$ cat config.mk
export PLATFORM = sky130hd
export DESIGN_NAME = si_bullet_controller
export DESIGN_NICKNAME = d
export VERILOG_FILES = /design/src/rtl/si_bullet_pkg.sv /design/src/rtl/si_bullet_step_counter.sv /design/src/rtl/si_bullet_controller.sv
export SDC_FILE = /design/constraint.sdc
export NUM_CORES = 1
export LEC_CHECK = 0
export CAP_MARGIN = 20
export CORE_UTILIZATION = 28
export CTS_CLUSTER_SIZE = 24
export DETAILED_ROUTE_END_ITERATION = 12
export PLACE_DENSITY_LB_ADDON = 0.25
export SETUP_SLACK_MARGIN = 0.2
export SLEW_MARGIN = 0
export SYNTH_ARGS = -nofsm -noshare
export SYNTH_HDL_FRONTEND = slang
export SYNTH_SLANG_ARGS = --single-unit
$ cat constraint.sdc
create_clock -name SC_BulletCTRL_CLOCK_50 -period 2.91 [get_ports SC_BulletCTRL_CLOCK_50]
set_clock_uncertainty 0.15 [all_clocks]
set_input_delay 0.873 -clock SC_BulletCTRL_CLOCK_50 [delete_from_list [all_inputs] [get_ports SC_BulletCTRL_CLOCK_50]]
set_output_delay 0.873 -clock SC_BulletCTRL_CLOCK_50 [all_outputs]
set_load 0.05 [all_outputs]
$ cat src/rtl/si_bullet_pkg.sv
// Shared definitions for the player-bullet sequencing logic.
// Row/step defaults are also used by the alien and collision blocks.
package si_bullet_pkg;

   typedef enum logic [2:0] {
      INIT   = 3'd0,
      IDLE   = 3'd1,
      LOAD   = 3'd2,
      FLY    = 3'd3,
      RETIRE = 3'd4
   } bulletState_t;

   localparam int unsigned BULLET_ROWS       = 8;
   localparam int unsigned BULLET_STEP_TICKS = 4;

endpackage

$ cat src/rtl/si_bullet_step_counter.sv
// Game-tick divider: emits a one-cycle step on every STEP_TICKS-th enabled tick.
module si_bullet_step_counter
   import si_bullet_pkg::*;
#(
   parameter int unsigned STEP_TICKS = BULLET_STEP_TICKS,
   parameter int unsigned CNT_W      = 2
) (
   input  logic SC_StepCNT_CLOCK_50,
   input  logic SC_StepCNT_clear_InHigh,
   input  logic SC_StepCNT_enable_InHigh,
   input  logic SC_StepCNT_tick_InHigh,
   output logic SC_StepCNT_step_OutHigh
);

   localparam logic [CNT_W-1:0] LAST_COUNT = CNT_W'(STEP_TICKS - 1);

   logic [CNT_W-1:0] tickCount;
   logic             tickSeen;

   assign tickSeen = SC_StepCNT_enable_InHigh && SC_StepCNT_tick_InHigh;

   always_ff @(posedge SC_StepCNT_CLOCK_50) begin
      if (SC_StepCNT_clear_InHigh) begin
         tickCount <= '0;
      end else if (tickSeen) begin
         tickCount <= (tickCount == LAST_COUNT) ? '0 : tickCount + CNT_W'(1);
      end
   end

   // Step is combinational so the FSM acts on the same edge the wrapping tick arrives.
   assign SC_StepCNT_step_OutHigh = tickSeen && (tickCount == LAST_COUNT);

endmodule

$ cat src/rtl/si_bullet_controller.sv
// Player-bullet sequencer: loads the player's column into the bullet shift
// register, advances it one row per step, and retires it on hit or escape.
module si_bullet_controller
   import si_bullet_pkg::*;
#(
   parameter int unsigned DATAWIDTH  = 8,
   parameter int unsigned ROWS       = BULLET_ROWS,
   parameter int unsigned ROW_W      = 3,
   parameter int unsigned STEP_TICKS = BULLET_STEP_TICKS,
   parameter int unsigned CNT_W      = 2
) (
   input  logic                 SC_BulletCTRL_CLOCK_50,
   input  logic                 SC_BulletCTRL_RESET_InHigh,
   input  logic                 SC_BulletCTRL_fire_InHigh,
   input  logic                 SC_BulletCTRL_tick_InHigh,
   input  logic                 SC_BulletCTRL_hit_InHigh,
   input  logic [DATAWIDTH-1:0] SC_BulletCTRL_playerCol_InBus,
   output logic                 SC_BulletCTRL_clear_OutLow,
   output logic                 SC_BulletCTRL_load_OutLow,
   output logic [DATAWIDTH-1:0] SC_BulletCTRL_data_OutBus,
   output logic [ROW_W-1:0]     SC_BulletCTRL_row_OutBus,
   output logic                 SC_BulletCTRL_active_OutHigh,
   output logic                 SC_BulletCTRL_done_OutHigh,
   output logic                 SC_BulletCTRL_hitFlag_OutHigh
);

   localparam logic [ROW_W-1:0] ROW_TOP = ROW_W'(ROWS - 1);

   bulletState_t           state;
   bulletState_t           stateNext;
   logic [ROW_W-1:0]       rowReg;
   logic [DATAWIDTH-1:0]   colReg;
   logic                   hitFlagReg;
   logic                   stepPulse;
   logic                   counterClear;

   assign counterClear = SC_BulletCTRL_RESET_InHigh || (state != FLY);

   si_bullet_step_counter #(
      .STEP_TICKS (STEP_TICKS),
      .CNT_W      (CNT_W)
   ) u_stepCounter (
      .SC_StepCNT_CLOCK_50      (SC_BulletCTRL_CLOCK_50),
      .SC_StepCNT_clear_InHigh  (counterClear),
      .SC_StepCNT_enable_InHigh (state == FLY),
      .SC_StepCNT_tick_InHigh   (SC_BulletCTRL_tick_InHigh),
      .SC_StepCNT_step_OutHigh  (stepPulse)
   );

   always_comb begin
      stateNext = state;
      case (state)
         INIT:   stateNext = IDLE;
         IDLE:   if (SC_BulletCTRL_fire_InHigh && (|SC_BulletCTRL_playerCol_InBus))
                    stateNext = LOAD;
         LOAD:   stateNext = FLY;
         FLY:    if (SC_BulletCTRL_hit_InHigh || (stepPulse && (rowReg == '0)))
                    stateNext = RETIRE;
         RETIRE: stateNext = IDLE;
         default: stateNext = INIT;
      endcase
   end

   always_ff @(posedge SC_BulletCTRL_CLOCK_50) begin
      if (SC_BulletCTRL_RESET_InHigh) begin
         state      <= INIT;
         rowReg     <= ROW_TOP;
         colReg     <= '0;
         hitFlagReg <= 1'b0;
      end else begin
         state <= stateNext;
         case (state)
            IDLE: begin
               if (stateNext == LOAD) begin
                  colReg     <= SC_BulletCTRL_playerCol_InBus;
                  rowReg     <= ROW_TOP;
                  hitFlagReg <= 1'b0;
               end
            end
            FLY: begin
               // Hit wins over a coincident step, so the row freezes where the hit landed.
               if (SC_BulletCTRL_hit_InHigh) begin
                  hitFlagReg <= 1'b1;
               end else if (stepPulse && (rowReg != '0)) begin
                  rowReg <= rowReg - ROW_W'(1);
               end
            end
            RETIRE: colReg <= '0;
            default: ;
         endcase
      end
   end

   assign SC_BulletCTRL_clear_OutLow    = !((state == INIT) || (state == RETIRE));
   assign SC_BulletCTRL_load_OutLow     = (state != LOAD);
   assign SC_BulletCTRL_data_OutBus     = colReg;
   assign SC_BulletCTRL_row_OutBus      = rowReg;
   assign SC_BulletCTRL_active_OutHigh  = (state == LOAD) || (state == FLY);
   assign SC_BulletCTRL_done_OutHigh    = (state == RETIRE);
   assign SC_BulletCTRL_hitFlag_OutHigh = hitFlagReg;

endmodule

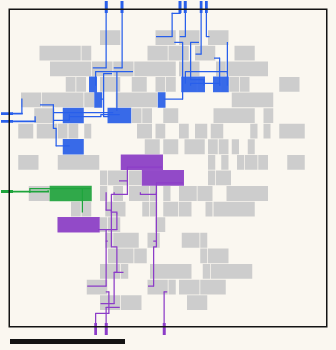
Figure 1: nets reached from selected ports.
Scale bar: 20 um.
Key: purple = `SC_BulletCTRL_row_OutBus` [direction output, end cells 3, buffers 3, wire 112 um]; blue = `SC_BulletCTRL_playerCol_InBus` [direction input, end cells 10, buffers 8, wire 174 um]; green = `SC_BulletCTRL_hitFlag_OutHigh` [direction output, end cells 1, buffers 1, wire 21.7 um]
boundary pin count: 29
PortBufs: 28

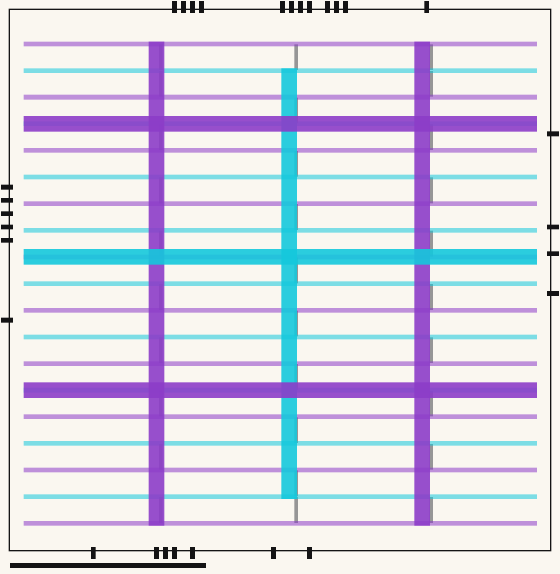
Figure 2: power grid.
Scale bar: 20 um. Pins as bars on the die edge. Tap cells in grey.
Key: purple = VSS; cyan = VDD
19 met1 rails follow the rows. The core has 18 rows. 3 straps on met5.
core area: 2570 um^2
Worst IR Drop VDD: 0.000268 V
DIE HEIGHT: 55.1 um
Die Width: 55.1 um

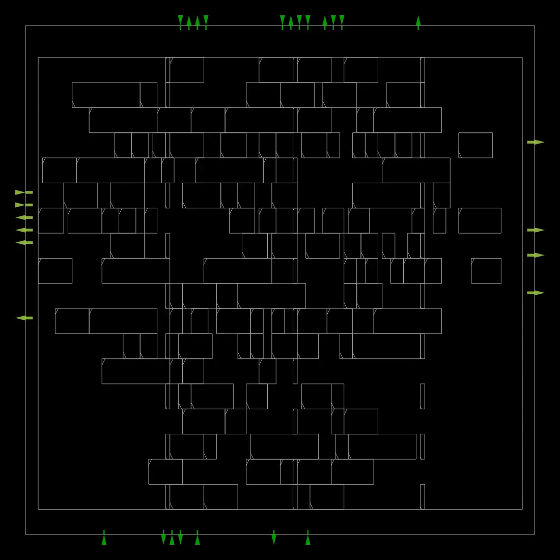
Figure 3: placement view.
fraction of area in registers: 30.0%
fin util: 44.2%
final cell count without fillers: 157

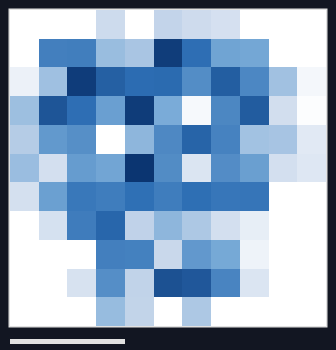
Figure 4: cell area per tile.
Scale bar: 20 um. 11 x 11 tiles, from white (low) to dark blue (high), 0 to 100% covered.
12% of the tiles are over 75% full. The fullest tile reaches 98%. The densest ninth of the die: centre. The emptiest ninth of the die: south-east. The mean over all tiles is 36%.
Pre-Place Util: 30.8%

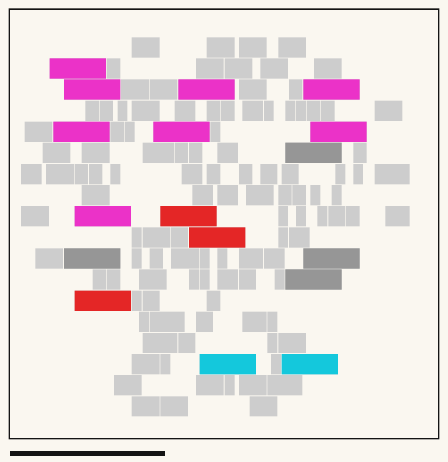
Figure 5: sequential cells grouped by signal name.
Scale bar: 20 um.
Key: red = `SC_BulletCTRL_row_OutBus` [placed flops 3]; cyan = `u_stepCounter.tickCount` [placed flops 2]; magenta = `SC_BulletCTRL_data_OutBus` [placed flops 8]
Another 4 sequential cells are not coloured.
Reg area: 340 um^2
Sequential Power: 248 uW

==> final cells by class <==
cell class,count,area [um^2]
well taps,30,37.5
multi-input cells,70,419
fillers,266,1430
inverters,6,22.5
repair buffers,30,289
clock buffers,4,26.3
flip-flops and latches,17,340
==> report_power, final <==
part | internal [uW] | switching, uW
sequential | 241 | 7.23
combinational | 43.7 | 62.8
clock | 53.2 | 71.9
total | 338 | 142
==> through the flow <==
| stage | TNS (ps) | setup WS (ps) | hold slack (ps) | cell area (um^2) | total power, uW |
|---|---|---|---|---|---|
| 5_1_grt | 0 | 248 | 353 | 1130 | 507 |
| 2_1_floorplan | 0 | 465 | 315 | 791 | 315 |
| 6_report | 0 | 297 | 322 | 1130 | 480 |
| 3_5_place_dp | -14.9 | -8.34 | 311 | 1110 | 362 |
| 3_3_place_gp | 0 | 11.2 | 307 | 1110 | 361 |
| 4_1_cts | 0 | 211 | 325 | 1140 | 487 |
==> critical path, stage by stage <==
cell and delay, ps:
clkdlybuf4s50_1 420, or4_1 570, o21a_1 210, or2_1 260, a221o_1 320
==> sequential cells by signal, summed over array words and instances (netlist names) <==
signal	count
SC_BulletCTRL_data_OutBus	8
SC_BulletCTRL_row_OutBus	3
state	3
u_stepCounter.tickCount	2
SC_BulletCTRL_hitFlag_OutHigh	1
==> cells by family (layout without fill, tap and decap cells) <==
group                      Yosys count  count (layout)
AOI/OAI and AO/OA                   20              20
DFF                                 17              17
and+or+nand+nor                     43              43
adders and majority gates            3               3
buffers and inverters                8              40
muxes                                4               4
==> per-layer routing <==
layer / vias up / share of wire (%)
met5: - / 0
met4: 0 / 1.5
met3: 2 / 5.5
met2: 23 / 48
met1: 355 / 45
li1: 401 / -
==> worst max path at each step <==
stage	to	slack, ps	from
after floorplan	SC_BulletCTRL_row_OutBus[0]	470	SC_BulletCTRL_playerCol_InBus[6]
after global placement	SC_BulletCTRL_row_OutBus[2]	10	SC_BulletCTRL_playerCol_InBus[6]
after detailed placement	SC_BulletCTRL_row_OutBus[0]	-8	SC_BulletCTRL_playerCol_InBus[6]
after CTS	SC_BulletCTRL_clear_OutLow	210	state[1]
after global routing	SC_BulletCTRL_row_OutBus[0]	250	SC_BulletCTRL_playerCol_InBus[6]
final	SC_BulletCTRL_row_OutBus[0]	300	SC_BulletCTRL_playerCol_InBus[6]
==> cell usage after synthesis (3+ instances only) <==
library cell	n	area (um^2)
a21oi_1	9	45.0
nand3_1	6	30.0
mux2i_1	4	40.0
nand2_1	11	41.3
inv_1	6	22.5
o21ai_0	3	15.0
ha_1	3	37.5
dfxtp_1	17	340
nor2_1	11	41.3
nor3_1	4	20.0
==> timing repair <==
action | CTS | global route
endpoints found under the setup margin | 2 | 2
resized | 2 | 3
hold endpoints to repair | 0 | 0
==> impl_metrics.env <==
# flow metrics
export IMPL_outcome="completed"
export IMPL_ff2ff_path_depth=6
export IMPL_row_count=18
export IMPL_grt_max_degree=16
export IMPL_grt_util_met1_pct=17.4
export IMPL_top_logic_kind="simple AND/OR/NAND/NOR gates"
export IMPL_synth_flops=17
export IMPL_post_cts_setup_buffer_count=0
export IMPL_p_leak_uw=0.000467
export IMPL_antenna_left=0
export IMPL_setup_viol=0
export IMPL_arrival_ps=2650
export IMPL_place_inst=153
export IMPL_cts_root_buffer="clkbuf_4"
export IMPL_layout_drive_gt1_share_pct=6.30
export IMPL_synth_chip_area_um2=791
export IMPL_max_freq_ghz=0.383
export IMPL_path_max_fanout=3
export IMPL_drt_iter0_drc=11
export IMPL_period_used_pct=89.8
export IMPL_cts_sinks=17
export IMPL_ys_cells=95
export IMPL_grt_util_met2_pct=22.1
export IMPL_chipArea_um2=3040
export IMPL_adder_share_pct=4.75
export IMPL_gr_usage_met3_pct=1.64
export IMPL_r2r_start="SC_BulletCTRL_row_OutBus[0]"
export IMPL_critPathKind="in2reg"
export IMPL_n_antenna_cell=0
export IMPL_via_count=781
export IMPL_syn_nets=111
export IMPL_end_kind="flip-flop"
export IMPL_holdPathEnd="SC_BulletCTRL_data_OutBus[5]"
export IMPL_whs_path_depth=2
export IMPL_ctsLongestPathBuffers=2
export IMPL_numCtsBuffers=3
export IMPL_relSlewSlack_pct=64.0
export IMPL_slew_viol_final=0
export IMPL_rsz0062_at_grt="no"
export IMPL_hold_start="SC_BulletCTRL_data_OutBus[5]"
export IMPL_synth_cellmix_compoundShare_pct=16.0
export IMPL_drcViolationCount=0
export IMPL_hpwl_um=1380
export IMPL_antenna_found_initial=0
export IMPL_top_usage_layer="met2"
export IMPL_synth_async_sr_flop_share_pct=0
export IMPL_tightestPinTransition_ps=539
export IMPL_final_hold_violation_count=0
export IMPL_worst_r2r_setup_slack_ps=1050
export IMPL_fin_nets=144
export IMPL_cts_tree="built"
export IMPL_overflow=0
export IMPL_edf_count=0
export IMPL_area_growth_syn_to_layout_pct=43.5
export IMPL_ys_seq_share_pct=43.0
export IMPL_yosysUniqueCellTypes=27
export IMPL_htreeDepth=1
export IMPL_r2r_end="SC_BulletCTRL_row_OutBus[0]"
export IMPL_lay_top_cells="24 x clkdlybuf4s50_1, 17 x dfxtp_1, 11 x nor2_1, 11 x nand2_1, 9 x a21oi_1"
export IMPL_layout_top_cell="clkdlybuf4s50_1"
export IMPL_holdBufCountCts=0
export IMPL_clock_latency_ps=280
export IMPL_wire_per_inst_um=11.6
export IMPL_yosysWarnings=0
export IMPL_layout_min_cycle_time_ps=2610
export IMPL_gp_congestion=0.783
export IMPL_synth_area_um2=791
export IMPL_first_pass_iters=4
export IMPL_mux_area_share_pct=5.06
export IMPL_grt_pass1_vias=695
export IMPL_power_density_nw_per_um2=423
export IMPL_tool_warnings=27
export IMPL_path_clk_slew_ps=100
export IMPL_synth_main_ff_cell="dfxtp_1"
export IMPL_hp_class="reg2reg"
export IMPL_postSynthCellCount=95
export IMPL_ys_sh_xor_pct=0
Power and IR drop assume default switching activity.
